$ cat src/rtl/fht_addr_gen.sv
// Operand/write-back address sequencer for a ping-pong radix-2 FHT.
// One butterfly is issued per cycle; write-back addresses follow through a D-deep delay pipe.
module fht_addr_gen #(
  parameter int LOG2N   = 8,
  parameter int RD_LAT  = 1,
  parameter int BUT_LAT = 2
) (
  input  logic             iCLK,
  input  logic             iRESET,
  input  logic             iSTART,
  output logic             oBUSY,
  output logic             oDONE,
  output logic [3:0]       oSTAGE,
  output logic             oRD_EN,
  output logic             oRD_BANK,
  output logic [LOG2N-1:0] oRD_ADDR_0,
  output logic [LOG2N-1:0] oRD_ADDR_1,
  output logic [LOG2N-1:0] oRD_ADDR_2,
  output logic [LOG2N-2:0] oTW_ADDR,
  output logic             oWR_EN,
  output logic             oWR_BANK,
  output logic [LOG2N-1:0] oWR_ADDR_0,
  output logic [LOG2N-1:0] oWR_ADDR_1,
  output logic             oRES_BANK
);

  localparam int D  = RD_LAT + BUT_LAT;
  localparam int DW = (D > 1) ? $clog2(D) : 1;
  localparam int WW = 2 + 2 * LOG2N;
  localparam logic [LOG2N-2:0] J_LAST     = '1;
  localparam logic [DW-1:0]    DRAIN_LAST = DW'(D - 1);
  localparam logic [3:0]       STAGE_LAST = 4'(LOG2N - 1);

  typedef enum logic [1:0] {IDLE, RUN, DRAIN, FIN} state_t;

  state_t           state_q, state_d;
  logic [LOG2N-2:0] j_q, j_d;
  logic [3:0]       stage_q, stage_d;
  logic [DW-1:0]    drain_q, drain_d;

  always_ff @(posedge iCLK) begin
    if (iRESET) begin
      state_q <= IDLE;
      j_q     <= '0;
      stage_q <= '0;
      drain_q <= '0;
    end else begin
      state_q <= state_d;
      j_q     <= j_d;
      stage_q <= stage_d;
      drain_q <= drain_d;
    end
  end

  always_comb begin
    state_d = state_q;
    j_d     = j_q;
    stage_d = stage_q;
    drain_d = drain_q;
    case (state_q)
      IDLE: begin
        if (iSTART) begin
          state_d = RUN;
          j_d     = '0;
          stage_d = '0;
        end
      end
      RUN: begin
        if (j_q == J_LAST) begin
          state_d = DRAIN;
          drain_d = '0;
        end else begin
          j_d = j_q + 1'b1;
        end
      end
      DRAIN: begin
        if (drain_q == DRAIN_LAST) begin
          if (stage_q == STAGE_LAST) begin
            state_d = FIN;
          end else begin
            state_d = RUN;
            stage_d = stage_q + 1'b1;
            j_d     = '0;
          end
        end else begin
          drain_d = drain_q + 1'b1;
        end
      end
      FIN: begin
        state_d = IDLE;
        stage_d = '0;
      end
      default: state_d = IDLE;
    endcase
  end

  // Read-side address math: split j at bit s and open a gap there for the pair bit.
  logic             rd_en;
  logic [LOG2N-1:0] j_ext, h, mask, lo, hi, a0, a1, a2;
  logic [LOG2N-2:0] tw;

  assign rd_en = (state_q == RUN);

  always_comb begin
    j_ext = {1'b0, j_q};
    h     = LOG2N'(1) << stage_q;
    mask  = h - LOG2N'(1);
    lo    = j_ext & mask;
    hi    = (j_ext & ~mask) << 1;
    a0    = hi | lo;
    a1    = hi | h | lo;
    a2    = hi | h | ((~lo + LOG2N'(1)) & mask);
    tw    = lo[LOG2N-2:0] << (STAGE_LAST - stage_q);
    if (!rd_en) begin
      a0 = '0;
      a1 = '0;
      a2 = '0;
      tw = '0;
    end
  end

  // Write-back pipe: {en, bank, addr0, addr1} delayed by exactly D cycles.
  logic [WW-1:0] pipe_in;
  assign pipe_in = {rd_en, rd_en & ~stage_q[0], a0, a1};

  genvar gi;
  generate
    for (gi = 0; gi < D; gi++) begin : g_pipe
      logic [WW-1:0] q;
      always_ff @(posedge iCLK) begin
        if (iRESET) begin
          q <= '0;
        end else if (gi == 0) begin
          q <= pipe_in;
        end else begin
          q <= g_pipe[(gi > 0) ? gi - 1 : 0].q;
        end
      end
    end
  endgenerate

  assign oBUSY      = (state_q != IDLE);
  assign oDONE      = (state_q == FIN);
  assign oSTAGE     = stage_q;
  assign oRD_EN     = rd_en;
  assign oRD_BANK   = stage_q[0];
  assign oRD_ADDR_0 = a0;
  assign oRD_ADDR_1 = a1;
  assign oRD_ADDR_2 = a2;
  assign oTW_ADDR   = tw;
  assign {oWR_EN, oWR_BANK, oWR_ADDR_0, oWR_ADDR_1} = g_pipe[D-1].q;
  assign oRES_BANK  = 1'(LOG2N % 2);

endmodule

$ cat config.mk
export PLATFORM = sky130hd
export DESIGN_NAME = fht_addr_gen
export DESIGN_NICKNAME = d
export VERILOG_FILES = /design/src/rtl/fht_addr_gen.sv
export SDC_FILE = /design/constraint.sdc
export NUM_CORES = 1
export LEC_CHECK = 0
export ABC_AREA = 1
export CORE_MARGIN = 5
export CORE_UTILIZATION = 45
export CTS_BUF_LIST = sky130_fd_sc_hd__clkbuf_2
export DETAILED_ROUTE_END_ITERATION = 16
export PLACE_DENSITY = 0.81
export SYNTH_ARGS = -nofsm -noshare
export SYNTH_HDL_FRONTEND = slang
export SYNTH_SLANG_ARGS = --single-unit
$ cat constraint.sdc
create_clock -name iCLK -period 3.5 [get_ports iCLK]
set_clock_uncertainty 0.05 [all_clocks]
set_input_delay 1.05 -clock iCLK [delete_from_list [all_inputs] [get_ports iCLK]]
set_output_delay 1.05 -clock iCLK [all_outputs]
set_load 0.02 [all_outputs]
==> images/registers.png <==
Other sequential cells in the stronger grey, the rest of the logic in the fainter grey.
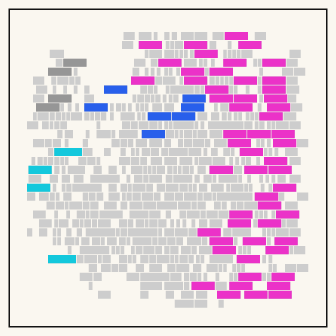
magenta -> g_pipe.q  # flops 54
cyan -> oSTAGE  # flops 4, where middle left
blue -> j_q  # flops 7
Final Util: 0.692
Seq. pwr: 841 uW
Seq/total area: 0.277
Sequential cell area: 0.00139 sq mm

==> images/density.png <==
10 x 10 tiles, from white (low) to dark blue (high), 0 to 100% covered.
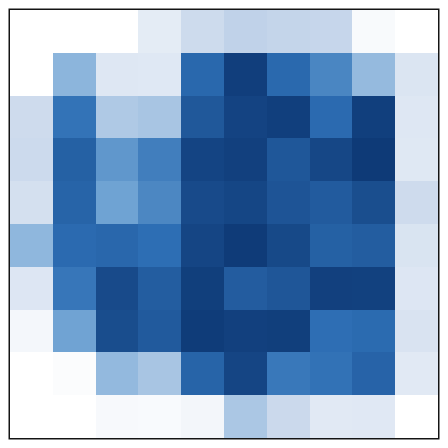
densest ninth of the die = centre
tiles over 75% full = 43%
mean over tiles = 53%
fullest tile = 96%
FP Core Util: 0.462
Core ar.: 0.00725 sq mm

==> job_summary.md <==
## Implementation flow summary

| Metric | Value |
|---|---|
| Status | finished with violations |
| Failing checks | negative setup slack |
| Post-detail-place hpwl | between 6000 and 7000 microns |
| HP Class | flop to flop |
| Metal-1 WL | 3930 microns |
| Period Utilization, post-route | 1.09 |
| Mi-comb count | 276 |
| Setup WS pre-CTS | -0.253 ns |
| Number of inserted diodes | 0 |
| Hold Vio Cnt, Final | 0 |
| Die width | 96.3 microns |
| Area leader, netlist | dfxtp_1 |
| Max IR drop VDD | between 0.0002 and 0.0003 V |
| Most flops, register | g_pipe.q |
| Total GRT Usage | 0.215 |
| Total gr overflow | 0 |
| Flops | 69 |
| Endpoint, Worst Hold | g_pipe[1].q[15] |
| GPL Wtd Cong | ~0.97 |
| Gr busiest metal | met2 |
| Well Taps | 99 |
| Distinct lib cells | 35 |
| Synthesized cell area | 0.00335 sq mm |
| Yosys stat area | 0.00335 sq mm |
| WHS Path Cells | 2 |
| Area-dominant class | combinational gates |
| Fin. max-slew vios | 0 |
| WHS | 0.354 ns |
| Cells after Synth | 470 |
| Wirelength per Cell | 15.4 microns |
| Required @ worst endpoint | 2.40 ns |
| Met2 wire length | 5330 microns |
| Critical path destination | oRD_ADDR_2[6] |
| Max capacitance violation total | 0 |
| Met3 routed WL | between 600 and 700 microns |
| CP bufs+invs | 5 |
| Met1 Track Usage GR | 0.241 |
| Post-synth top area share | 0.412 |
| CP Launch Type | flop |
| Total power | 2.44 mW |
| Final WS setup | -0.318 ns |
| MI comb area | 0.00189 sq mm |
| Dpl cell area | 0.00421 sq mm |
| R2r setup slk | 1.40 ns |
| Internal power | 1.50 mW |
| DRT Pass-1 Iters | 5 |
| Comb area share | 0.377 |
| Largest cells by area after synthesis | dfxtp_1 41%, inv_1 9.4%, nand2_1 8.1%, nor2_1 7.8%, nand3_1 4.6% |
| Dominant comb cell | simple AND/OR/NAND/NOR gates |
| Critical Path Sink Type | output pin |
| # setup viols final | 15 |
| Mean Syn Cell Area | 7.14 sq um |
| Die area | 0.00928 sq mm |
| XOR/XNOR Fraction of Synth Area | 0.00522 |
| Comb power frac | 0.433 |
| DR iter-0 viols | 299 |
| Share of layout cells above drive strength 1 | 0.393 |
| Leak Pwr | 2.24 nW |
| Yosys simple share | 0.279 |
| Power per cell area | 487 mW/mm^2 |
| Clock network power share | 0.222 |
| Non-clk invs | 92 |
| Setup crit start | oSTAGE[0] |
| Clk latency late pin | 0.50 ns |
| Max Clk Rate | 262 MHz |
| Post-Layout Cell Count | between 600 and 700 |
| Final-layout clock buffer total | 9 |
| DP Cell Count | 640 |
| Critical R2R Launch | oSTAGE[0] |
| WP depth | 16 |
| Setup_tns | -2.38 ns |
| Post-DRT Antenna Nets | 0 |
| Top routing layer in use | met4 |
| GR Layer Usage met2 | 0.374 |
| Arrival @ worst endpoint | 2.72 ns |
| Tmin final | 3.82 ns |
| Synth cell count leaders | 84 x inv_1, 72 x nand2_1, 70 x nor2_1 |
| CTS tree | yes |
| # fillers | 559 |
| Most used flip-flop cell | dfxtp_1 |
| Highest-power group | combinational cells |
| Cell with the most instances after synthesis | inv_1 |
| Relative slew slack | 0.652 |
| Post-Syn Nets | 483 |
| Count of library flops with an enable pin | 0 |
| Die H | 96.3 microns |
| Number of CTS-inserted buffers | 9 |
| Routed wire length | ~10000 microns |
| Clock Sinks | 69 |
| Tool warnings | 33 |
| CP top delay family | simple AND/OR/NAND/NOR gates |
| Slew @ Worst Pin | 0.521 ns |
| Post-synth regs | 69 |
| Terminus of the critical flop-to-flop path | g_pipe[0].q[5] |
| Yosys stat cell total | about 470 |
| Hold path startpoint | g_pipe[0].q[15] |
| Most numerous logic cell after layout | inv_1 |
| Clock root buffer | clkbuf_2 |
| Max FFs per register | 54 |
| Post-CTS Setup Inserts | 15 |
| Largest net degree at the start of global routing | 23 |
| Sequential fraction of the synthesis area | 0.412 |
| Switch share | 0.385 |
| Antenna violations before repair | 0 |
| First-pass GRT wire length | 15200 microns |
| Top Layout Cells | 72 x inv_1, 67 x dfxtp_1, 61 x nor2_1 |
| Comb power | 1.06 mW |
| Clock Tree Buf Depth | 2 |
| RSZ-0062 raised after global routing | yes |
| Detailed-route DRC error count | 0 |
| Synth Warn # | 0 |
| Num ports | 61 |
| Bufs w/o clock | ~120 |
| Setup CP Type | flop to output pin |
| P_sw | about 940 uW |
| Most numerous cell on the critical path | ha_4 |
| CP max FO | 5 |
| Clk pwr | 543 uW |
| Vias | 3406 |
Power figures rest on the tool's default switching activity, not on a simulated workload.
